`src/rtl/hazard_issue_ctrl_pkg.sv`:
```
`timescale 1ns/1ps
`default_nettype none
// ============================================================================
// hazard_issue_ctrl_pkg
// ----------------------------------------------------------------------------
// Shared pipeline definitions for the decode-stage issue/stall controller:
//   - issue FSM state encoding
//   - bit layout of the 14-bit forwarding packet and the bubble packet
//   - operand forward-select encodings
//   - helper that packs a forwarding packet
// Revision: 1.0 - initial release
// ============================================================================
package hazard_issue_ctrl_pkg;

  typedef enum logic [2:0] {
    RUN    = 3'd0,
    STALL  = 3'd1,
    FLUSH  = 3'd2,
    DRAIN  = 3'd3,
    HALTED = 3'd4
  } state_t;

  // Forwarding packet layout: {memtoreg, regwrite, dst, src1, src0}
  localparam int FWD_W        = 14;
  localparam int MEMTOREG_BIT = 13;
  localparam int REGWRITE_BIT = 12;
  localparam int DST_MSB      = 11;
  localparam int DST_LSB      = 8;
  localparam int SRC1_MSB     = 7;
  localparam int SRC1_LSB     = 4;
  localparam int SRC0_MSB     = 3;
  localparam int SRC0_LSB     = 0;

  // regwrite=0 in the bubble, so forwarding history never matches it
  localparam logic [FWD_W-1:0] FWD_BUBBLE = 14'h0000;

  // Operand forward-select encodings
  localparam logic [1:0] FWD_SEL_NONE = 2'b00;
  localparam logic [1:0] FWD_SEL_EX   = 2'b01;
  localparam logic [1:0] FWD_SEL_MEM  = 2'b10;

  function automatic logic [FWD_W-1:0] pack_fwd(
    input logic       memtoreg,
    input logic       regwrite,
    input logic [3:0] dst,
    input logic [3:0] src1,
    input logic [3:0] src0
  );
    logic [FWD_W-1:0] pkt;
    pkt                     = '0;
    pkt[MEMTOREG_BIT]       = memtoreg;
    pkt[REGWRITE_BIT]       = regwrite;
    pkt[DST_MSB:DST_LSB]    = dst;
    pkt[SRC1_MSB:SRC1_LSB]  = src1;
    pkt[SRC0_MSB:SRC0_LSB]  = src0;
    return pkt;
  endfunction

endpackage
`default_nettype wire

```
`src/rtl/hazard_issue_ctrl_sat_counter.sv`:
```
`timescale 1ns/1ps
`default_nettype none
// ============================================================================
// sat_counter
// ----------------------------------------------------------------------------
// Saturating up-counter: increments on en, sticks at all-ones.
// Ports:
//   clk   in  1      clock
//   rst   in  1      asynchronous active-high reset (clears count)
//   en    in  1      increment enable
//   count out CNT_W  current count
// Revision: 1.0 - initial release
// ============================================================================
module sat_counter #(
  parameter int CNT_W = 16
) (
  input  logic             clk,
  input  logic             rst,
  input  logic             en,
  output logic [CNT_W-1:0] count
);

  always_ff @(posedge clk or posedge rst) begin
    if (rst) begin
      count <= '0;
    end else if (en && (count != {CNT_W{1'b1}})) begin
      count <= count + 1'b1;
    end
  end

endmodule
`default_nettype wire

```
`src/rtl/hazard_issue_ctrl.sv`:
```
`timescale 1ns/1ps
`default_nettype none
// ============================================================================
// hazard_issue_ctrl
// ----------------------------------------------------------------------------
// Decode-stage issue/stall controller. Registers each decoded instruction's
// register-usage packet toward the forwarding unit, turns dataDep / taken
// branch / halt into PC, IF-ID and ID-EX control, and registers the returned
// operand selects for EX.
// Ports:
//   clk, rst                    clock, asynchronous active-high reset
//   dec_*                       decoded instruction fields from ID
//   ex_branch_taken             EX resolved a taken branch
//   dataDep, r0_fwd, r1_fwd     replies from the forwarding unit
//   FWD_out                     registered packet to the forwarding unit
//   pc_we, ifid_we, ifid_flush, idex_bubble   combinational pipe control
//   ex_sel0, ex_sel1            registered operand selects for EX
//   halted                      core halted (registered)
//   stall_cnt                   saturating count of load-use stall cycles
// Revision: 1.0 - initial release
// ============================================================================
module hazard_issue_ctrl
  import hazard_issue_ctrl_pkg::*;
#(
  parameter int FLUSH_CYCLES = 2,
  parameter int DRAIN_CYCLES = 3,
  parameter int CNT_W        = 16
) (
  input  logic             clk,
  input  logic             rst,
  input  logic             dec_valid,
  input  logic [3:0]       dec_src0,
  input  logic [3:0]       dec_src1,
  input  logic [3:0]       dec_dst,
  input  logic             dec_regwrite,
  input  logic             dec_memtoreg,
  input  logic             dec_halt,
  input  logic             ex_branch_taken,
  input  logic             dataDep,
  input  logic [1:0]       r0_fwd,
  input  logic [1:0]       r1_fwd,
  output logic [13:0]      FWD_out,
  output logic             pc_we,
  output logic             ifid_we,
  output logic             ifid_flush,
  output logic             idex_bubble,
  output logic [1:0]       ex_sel0,
  output logic [1:0]       ex_sel1,
  output logic             halted,
  output logic [CNT_W-1:0] stall_cnt
);

  localparam logic [2:0] FLUSH_LOAD = 3'(FLUSH_CYCLES - 1);
  localparam logic [2:0] DRAIN_LOAD = 3'(DRAIN_CYCLES - 1);

  state_t     state, next_state;
  logic [2:0] phase_cnt, next_phase_cnt;
  logic       issue_bubble;
  logic       halt_req;

  assign halt_req = dec_valid && dec_halt;

  // --------------------------------------------------------------------------
  // State register
  // --------------------------------------------------------------------------
  always_ff @(posedge clk or posedge rst) begin
    if (rst) begin
      state     <= RUN;
      phase_cnt <= 3'd0;
    end else begin
      state     <= next_state;
      phase_cnt <= next_phase_cnt;
    end
  end

  // --------------------------------------------------------------------------
  // Next state and pipe control. Priority: branch > dataDep > halt.
  // --------------------------------------------------------------------------
  always_comb begin
    next_state     = state;
    next_phase_cnt = phase_cnt;
    pc_we          = 1'b1;
    ifid_we        = 1'b1;
    ifid_flush     = 1'b0;
    idex_bubble    = 1'b0;
    issue_bubble   = 1'b1;

    case (state)
      RUN: begin
        if (ex_branch_taken) begin
          next_state     = FLUSH;
          next_phase_cnt = FLUSH_LOAD;
        end else if (dataDep) begin
          // The packet just issued needs a load result: replace this
          // issue with a bubble so the stall cycle shows an empty packet.
          next_state = STALL;
        end else begin
          issue_bubble = !dec_valid;
          if (halt_req) begin
            next_state     = DRAIN;
            next_phase_cnt = DRAIN_LOAD;
          end
        end
      end

      STALL: begin
        pc_we       = 1'b0;
        ifid_we     = 1'b0;
        idex_bubble = 1'b1;
        if (ex_branch_taken) begin
          next_state     = FLUSH;
          next_phase_cnt = FLUSH_LOAD;
        end else begin
          // Re-issue the instruction held in IF/ID; a halt is looked at
          // again here, on the re-issue.
          issue_bubble = !dec_valid;
          if (halt_req) begin
            next_state     = DRAIN;
            next_phase_cnt = DRAIN_LOAD;
          end else begin
            next_state = RUN;
          end
        end
      end

      FLUSH: begin
        ifid_flush  = 1'b1;
        idex_bubble = 1'b1;
        if (ex_branch_taken) begin
          next_phase_cnt = FLUSH_LOAD;
        end else if (phase_cnt == 3'd0) begin
          next_state = RUN;
        end else begin
          next_phase_cnt = phase_cnt - 3'd1;
        end
      end

      DRAIN: begin
        pc_we       = 1'b0;
        ifid_we     = 1'b0;
        idex_bubble = 1'b1;
        if (ex_branch_taken) begin
          next_state     = FLUSH;
          next_phase_cnt = FLUSH_LOAD;
        end else if (phase_cnt == 3'd0) begin
          next_state = HALTED;
        end else begin
          next_phase_cnt = phase_cnt - 3'd1;
        end
      end

      HALTED: begin
        pc_we       = 1'b0;
        ifid_we     = 1'b0;
        idex_bubble = 1'b1;
      end

      default: begin
        next_state = RUN;
      end
    endcase
  end

  // --------------------------------------------------------------------------
  // Registered packet, operand selects and halt flag
  // --------------------------------------------------------------------------
  always_ff @(posedge clk or posedge rst) begin
    if (rst) begin
      FWD_out <= FWD_BUBBLE;
      ex_sel0 <= FWD_SEL_NONE;
      ex_sel1 <= FWD_SEL_NONE;
      halted  <= 1'b0;
    end else begin
      FWD_out <= issue_bubble ? FWD_BUBBLE
                              : pack_fwd(dec_memtoreg, dec_regwrite, dec_dst,
                                         dec_src1, dec_src0);
      ex_sel0 <= issue_bubble ? FWD_SEL_NONE : r0_fwd;
      ex_sel1 <= issue_bubble ? FWD_SEL_NONE : r1_fwd;
      halted  <= (next_state == HALTED);
    end
  end

  sat_counter #(
    .CNT_W (CNT_W)
  ) u_stall_cnt (
    .clk   (clk),
    .rst   (rst),
    .en    (state == STALL),
    .count (stall_cnt)
  );

endmodule
`default_nettype wire

```
`config.mk`:
```
export PLATFORM = sky130hd
export DESIGN_NAME = hazard_issue_ctrl
export DESIGN_NICKNAME = d
export VERILOG_FILES = /design/src/rtl/hazard_issue_ctrl_pkg.sv /design/src/rtl/hazard_issue_ctrl_sat_counter.sv /design/src/rtl/hazard_issue_ctrl.sv
export SDC_FILE = /design/constraint.sdc
export NUM_CORES = 1
export LEC_CHECK = 0
export ABC_CLOCK_PERIOD_IN_PS = 2550
export CAP_MARGIN = 40
export CORE_MARGIN = 8
export CORE_UTILIZATION = 45
export DETAILED_ROUTE_END_ITERATION = 10
export PLACE_DENSITY = 0.79
export SYNTH_ARGS = -nofsm -noshare
export SYNTH_HDL_FRONTEND = slang
export SYNTH_SLANG_ARGS = --single-unit
```
`constraint.sdc`:
```
create_clock -name clk -period 2.55 [get_ports clk]
set_clock_uncertainty 0.05 [all_clocks]
set_input_delay 0.51 -clock clk [delete_from_list [all_inputs] [get_ports clk]]
set_output_delay 0.51 -clock clk [all_outputs]
set_load 0.01 [all_outputs]
```
==> run_1/m3.png <==
Bar = 20 um.
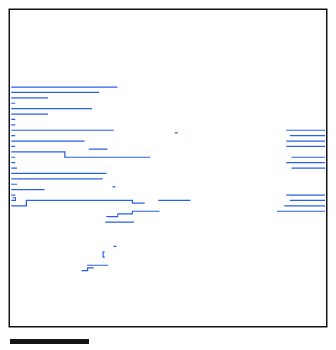
longest straight run: 26.7 um
main direction: horizontal
wire length on this layer: 413 um
nets with wire on the layer: 40
share of all routed wire: 10%

==> run_1/layers.png <==
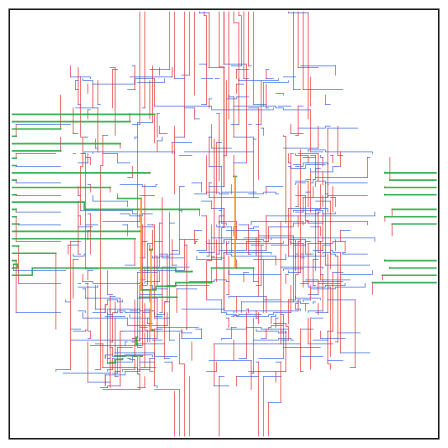
[M3] green | wire length: 413 um
[M2] red | wire length: 2070 um
[M4] orange | wire length: 49.0 um
[M1] blue | wire length: 1500 um
Vias: 1431
average wire per standard cell: 14.6 um
Total Routed Length: 4030 um
global routing usage summed across all routing layers: 0.131

==> summary.rpt, run 1 <==
=================================================================================
Run status                                                           finished, final reports clean
Clock group share of total power                                            0.258
Crit path max-delay family                                           buffers and inverters
Peak-usage layer in the global routing report                                met2
Sequential cell fraction of total power                                     0.488
Slew Limit Fails                                                                0
Number of warnings reported in the yosys synthesis log                          0
Post-Place Worst Slack                                                     337 ps
Synthesized netlist net count                                                 185
Synthesized registers                                                          41
Seq share, synth                                                            0.564
Worst Path Arrival                                                        1820 ps
Clock buffer count                                                              5
Number of standard cells in the layout, taps in and fillers out               276
Final-layout clock-cell area share                                         0.0335
Clock slew seen by the registers of the worst setup and hold paths          80 ps
Tally of buffers added on design ports                                         62
Share of the synthesized area in the top cell type                          0.564
Design Power                                                              1.58 mW
Power in the clock group                                                 0.408 mW
Hold buffer count at cts                                                        0
Met2 layer wire length in the routed design                               2070 um
Final worst-path setup slack                                               175 ps
Critical path launch point type                                         flip-flop
CTS Buf Count                                                                   5
Clock tree buffer depth                                                         2
Period utilization                                                          0.932
Worst supply voltage drop on vdd                                           452 uV
Cell count listed in synth_stat.txt                                           158
Combinational share of cell area                                            0.285
Kind of path behind the tightest hold check                          flip-flop to flip-flop
DR vias/cell                                                                 5.18
Top area cell types                                                  dfrtp_1 56%, and2_1 6.2%, xor2_1 2.9%
Critical-path cell with the highest stage delay                      clkdlybuf4s50_1
Met2 Track Usage GR                                                         0.227
Total buffers and inverters traversed by the critical path                      1
Crit-path cells                                                      nor2_1, nand2_1, a21boi_0, clkdlybuf4s50_1
Fraction of the mapped netlist area in simple logic gates                   0.240
Number of tap instances                                                        50
Instance count of the mapped netlist                                          158
Met1 Use GR                                                                 0.139
Area fraction in full adders, half adders and majority gates               0.0206
Die span in x                                                             79.6 um
Met1 WL                                                                   1500 um
Static Leak                                                               1.15 nW
FFs w/ async S/R, synth                                                      1.00
CP Capture Point                                                            pc_we
Combinational gate power                                                 0.403 mW
Final global-route overflow total                                               0
Final-layout non-clock buffer area share                                    0.250
Total length of routed met3 wires                                          413 um
Cell type with the highest aggregate area in the netlist                  dfrtp_1
Mux area share                                                             0.0365
Crit path largest cell delay                                               600 ps
Unrepaired setup endpoints after global routing                                no
Grt met3 use                                                               0.0586
Final-layout setup total negative slack                                      0 ps
Endpoint kind of the worst setup timing path                         primary output
Endpoint of the worst register-to-register path                      u_stall_cnt.count[11]$_DFFE_PP0P_
Maximum clock rate                                                      0.421 GHz
Worst path required time                                                  1990 ps
Number of endpoints failing setup at the final stage                            0
Register cell area after layout                                      0.00103 mm^2
N_diodes                                                                        0
Fill cell instance count of the final layout                                  312
IO Count                                                                       63
Number of H-tree branching levels                                               2
Worst reg-to-reg path cell count                                                4
Mean instance size in the synthesized netlist                           11.5 um^2
Clock period minus worst slack                                            2380 ps
Placed instance count                                                         268
Design internal power                                                     1.12 mW
Highest layer used for signal routing                                        met4
GPL Wtd Cong                                                                0.794
Worst slew pin tran                                                        509 ps
TritonRoute pass-1 iters                                                        4
Count of library flops with an enable pin                                       0
Main power-consuming group                                              registers
Dominant logic cell types in the final layout                        62 x clkdlybuf4s50_1, 40 x dfrtp_1, 18 x and2_1
Share of the synthesized netlist area taken by xor and xnor gates          0.0481
Setup Crit Path Kind                                                 flip-flop to primary output
Hold worst-path end                                                  u_stall_cnt.count[7]$_DFFE_PP0P_
Core occupancy in the finished layout                                       0.653
Library cell with the highest instance count after synthesis              dfrtp_1
=================================================================================
==> run_1/closeup.png <==
Region (20, 4) to (60, 44) um. Cells in grey, sequential cells in the stronger grey; small squares are vias.
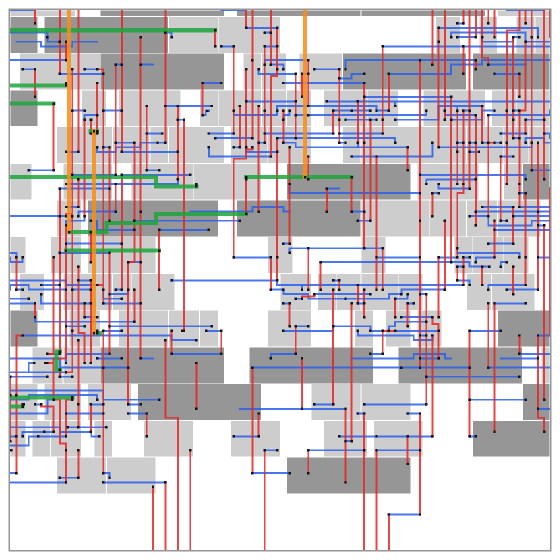
[M3] green
[M2] red
[M4] orange
[M1] blue
sequential cells in the window: 13
cells with their middle in the window: 99
most frequent: dfrtp_1 (12), clkdlybuf4s50_1 (10), nand3_1 (9)
netlist names of flops here include: `u_stall_cnt.count` (8), `phase_cnt` (2)

==> run_1/placed.png <==
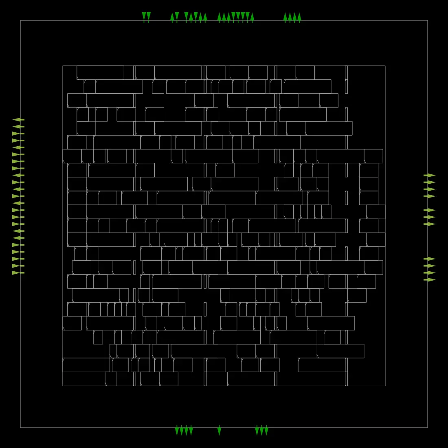
row cnt: 23
fraction of area in registers: 0.399
Floorplan Core Area: 0.00394 mm^2

--- run 2 (diff from run 1) ---
- GPL_TIMING_DRIVEN: default -> 0
==> run 2 against run 1 <==
Cell count grew 0.36%. Worst setup slack worse by 34 ps. Core utilization rose by 0.79 points. Synthesized area stayed put. Final area rose by 1.2%. Clock power up 3%. First-iteration DRC count shrank 27%. Die size unchanged. Combinational power is 3% higher. Sequential cell count unchanged. Highest routed layer unchanged.
==> summary.rpt, run 2 <==
=================================================================================
Total buffers and inverters traversed by the critical path                      2   +1
Cell type with the highest aggregate area in the netlist                  dfrtp_1
Grt met3 use                                                               0.0631   +0.00450
FFs w/ async S/R, synth                                                      1.00   unchanged
Number of endpoints failing setup at the final stage                            0   unchanged
IO Count                                                                       63   unchanged
Met1 Use GR                                                                 0.151   +0.0126
Design Power                                                              1.61 mW   +1.5%
Placed instance count                                                         271   +1.1%
Share of the synthesized area in the top cell type                          0.564   unchanged
Critical path launch point type                                         flip-flop
Design internal power                                                     1.16 mW   +3.2%
Endpoint of the worst register-to-register path                      u_stall_cnt.count[1]$_DFFE_PP0P_
Fraction of the mapped netlist area in simple logic gates                   0.240   unchanged
Slew Limit Fails                                                                0   unchanged
Fraction of area in registers                                               0.394   -0.00479
Residual antenna-violating net count after detailed routing                     0
Count of library flops with an enable pin                                       0   unchanged
Mean instance size in the synthesized netlist                           11.5 um^2   unchanged
CP Capture Point                                                            pc_we
Number of tap instances                                                        50   unchanged
Dominant logic cell types in the final layout                        62 x clkdlybuf4s50_1, 40 x dfrtp_1, 18 x and2_1
Combinational share of cell area                                            0.281   -0.00342
Crit path largest cell delay                                               520 ps   -80 ps
Highest layer used for signal routing                                        met4
Cell count listed in synth_stat.txt                                           158   unchanged
Final-layout clock-cell area share                                         0.0331   -0.000402
Floorplan Core Area                                                  0.00394 mm^2   unchanged
Critical-path cell with the highest stage delay                      clkdlybuf4s50_1
Die span in x                                                             79.6 um   unchanged
Period utilization                                                          0.945   +0.0131
Instance count of the mapped netlist                                          158   unchanged
Met1 WL                                                                   1590 um   +6.3%
Number of standard cells in the layout, taps in and fillers out               277   +0.36%
Final-layout setup total negative slack                                      0 ps   unchanged
Total length of routed met3 wires                                          414 um   +0.24%
Static Leak                                                               1.16 nW   +0.91%
Met2 Track Usage GR                                                         0.223   -0.00326
Total Routed Length                                                       4090 um   +1.5%
Resized cells post-CTS                                                          1
Tally of buffers added on design ports                                         62   unchanged
DR vias/cell                                                                 5.11   -1.4%
Run status                                                           finished, final reports clean
Clock tree buffer depth                                                         2   unchanged
Maximum clock rate                                                      0.415 GHz   -1.4%
Power in the clock group                                                 0.422 mW   +3%
Clock slew seen by the registers of the worst setup and hold paths          70 ps   about the same
Top area cell types                                                  dfrtp_1 56%, and2_1 6.2%, xor2_1 2.9%
Biggest fanout along the worst timing path                                     11
Clock period minus worst slack                                            2410 ps   +33.5 ps
Combinational gate power                                                 0.414 mW   +3%
Worst slew pin tran                                                        684 ps   +175 ps
Endpoint kind of the worst setup timing path                         primary output
N_diodes                                                                        0   unchanged
Library cell with the highest instance count after synthesis              dfrtp_1
Clock group share of total power                                            0.263   +0.005
Number of warnings reported in the yosys synthesis log                          0   unchanged
Share of the synthesized netlist area taken by xor and xnor gates          0.0481   unchanged
Setup Crit Path Kind                                                 flip-flop to primary output
Worst Path Arrival                                                        1850 ps   +30 ps
Core occupancy in the finished layout                                       0.661   +0.00793
Final global-route overflow total                                               0   unchanged
Register cell area after layout                                      0.00103 mm^2   unchanged
Worst supply voltage drop on vdd                                           368 uV   -19%
Unrepaired setup endpoints after global routing                                no
Mux area share                                                             0.0365   unchanged
Number of H-tree branching levels                                               2   unchanged
Largest register FFs                                                           16
Global routing usage summed across all routing layers                       0.136   +0.00572
Row cnt                                                                        23   unchanged
Count of inverters other than clock inverters in the layout                     6
Worst reg-to-reg path cell count                                                5   +1
Clock buffer count                                                              7   +2
Met2 layer wire length in the routed design                               2030 um   -2.1%
GPL Wtd Cong                                                                0.805   +1.4%
Sequential cell fraction of total power                                     0.479   -0.009
Area fraction in full adders, half adders and majority gates               0.0206   unchanged
Vias                                                                         1416   -1.0%
Worst path required time                                                  1990 ps   about the same
TritonRoute pass-1 iters                                                        4   unchanged
Crit-path cells                                                      nor2_1, nand2_1, a21boi_1, buf_4, clkdlybuf4s50_1
Average wire per standard cell                                            14.8 um   +1.1%
Synthesized netlist net count                                                 185   unchanged
Final worst-path setup slack                                               141 ps   -33.5 ps
Crit path max-delay family                                           buffers and inverters
Seq share, synth                                                            0.564   unchanged
Hold buffer count at cts                                                        0   unchanged
Kind of path behind the tightest hold check                          primary input to async pin
Post-Place Worst Slack                                                     148 ps   -189 ps
Synthesized registers                                                          41   unchanged
Final-layout non-clock buffer area share                                    0.259   +0.00900
Main power-consuming group                                              registers
Peak-usage layer in the global routing report                                met2
CTS Buf Count                                                                   5   unchanged
Fill cell instance count of the final layout                                  326   +4.5%
=================================================================================
==> run_2/closeup.png <==
Region (20, 4) to (60, 44) um. Cells in grey, sequential cells in the stronger grey; small squares are vias.
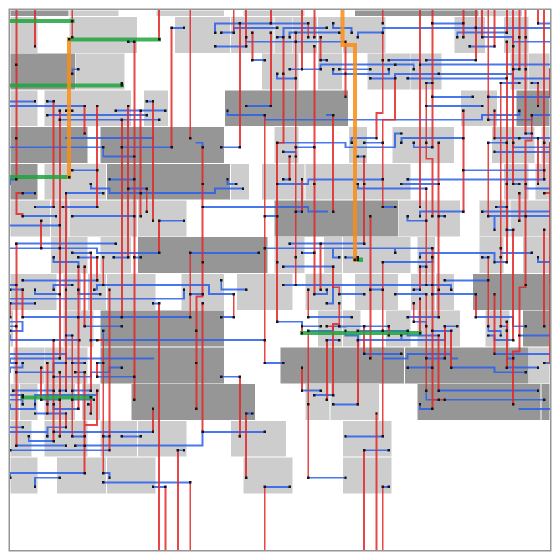
[M3] green
[M4] orange
[M2] red
[M1] blue
netlist names of flops here include: `u_stall_cnt.count` (7), `FWD_out` (2), `phase_cnt` (2)
most frequent: dfrtp_1 (13), clkdlybuf4s50_1 (11), nand3_1 (7)
cells with their middle in the window: 94
sequential cells in the window: 14

==> run_2/clock_wires.png <==
Bar = 20 um.
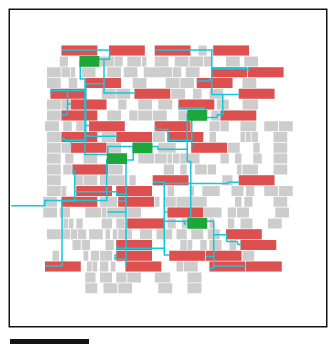
[clock wires] cyan | length: 502 um
[clock-net drivers] green | count: 5
[flip-flops] red | count: 41
routed clock nets: 6

Power and IR drop assume default switching activity.
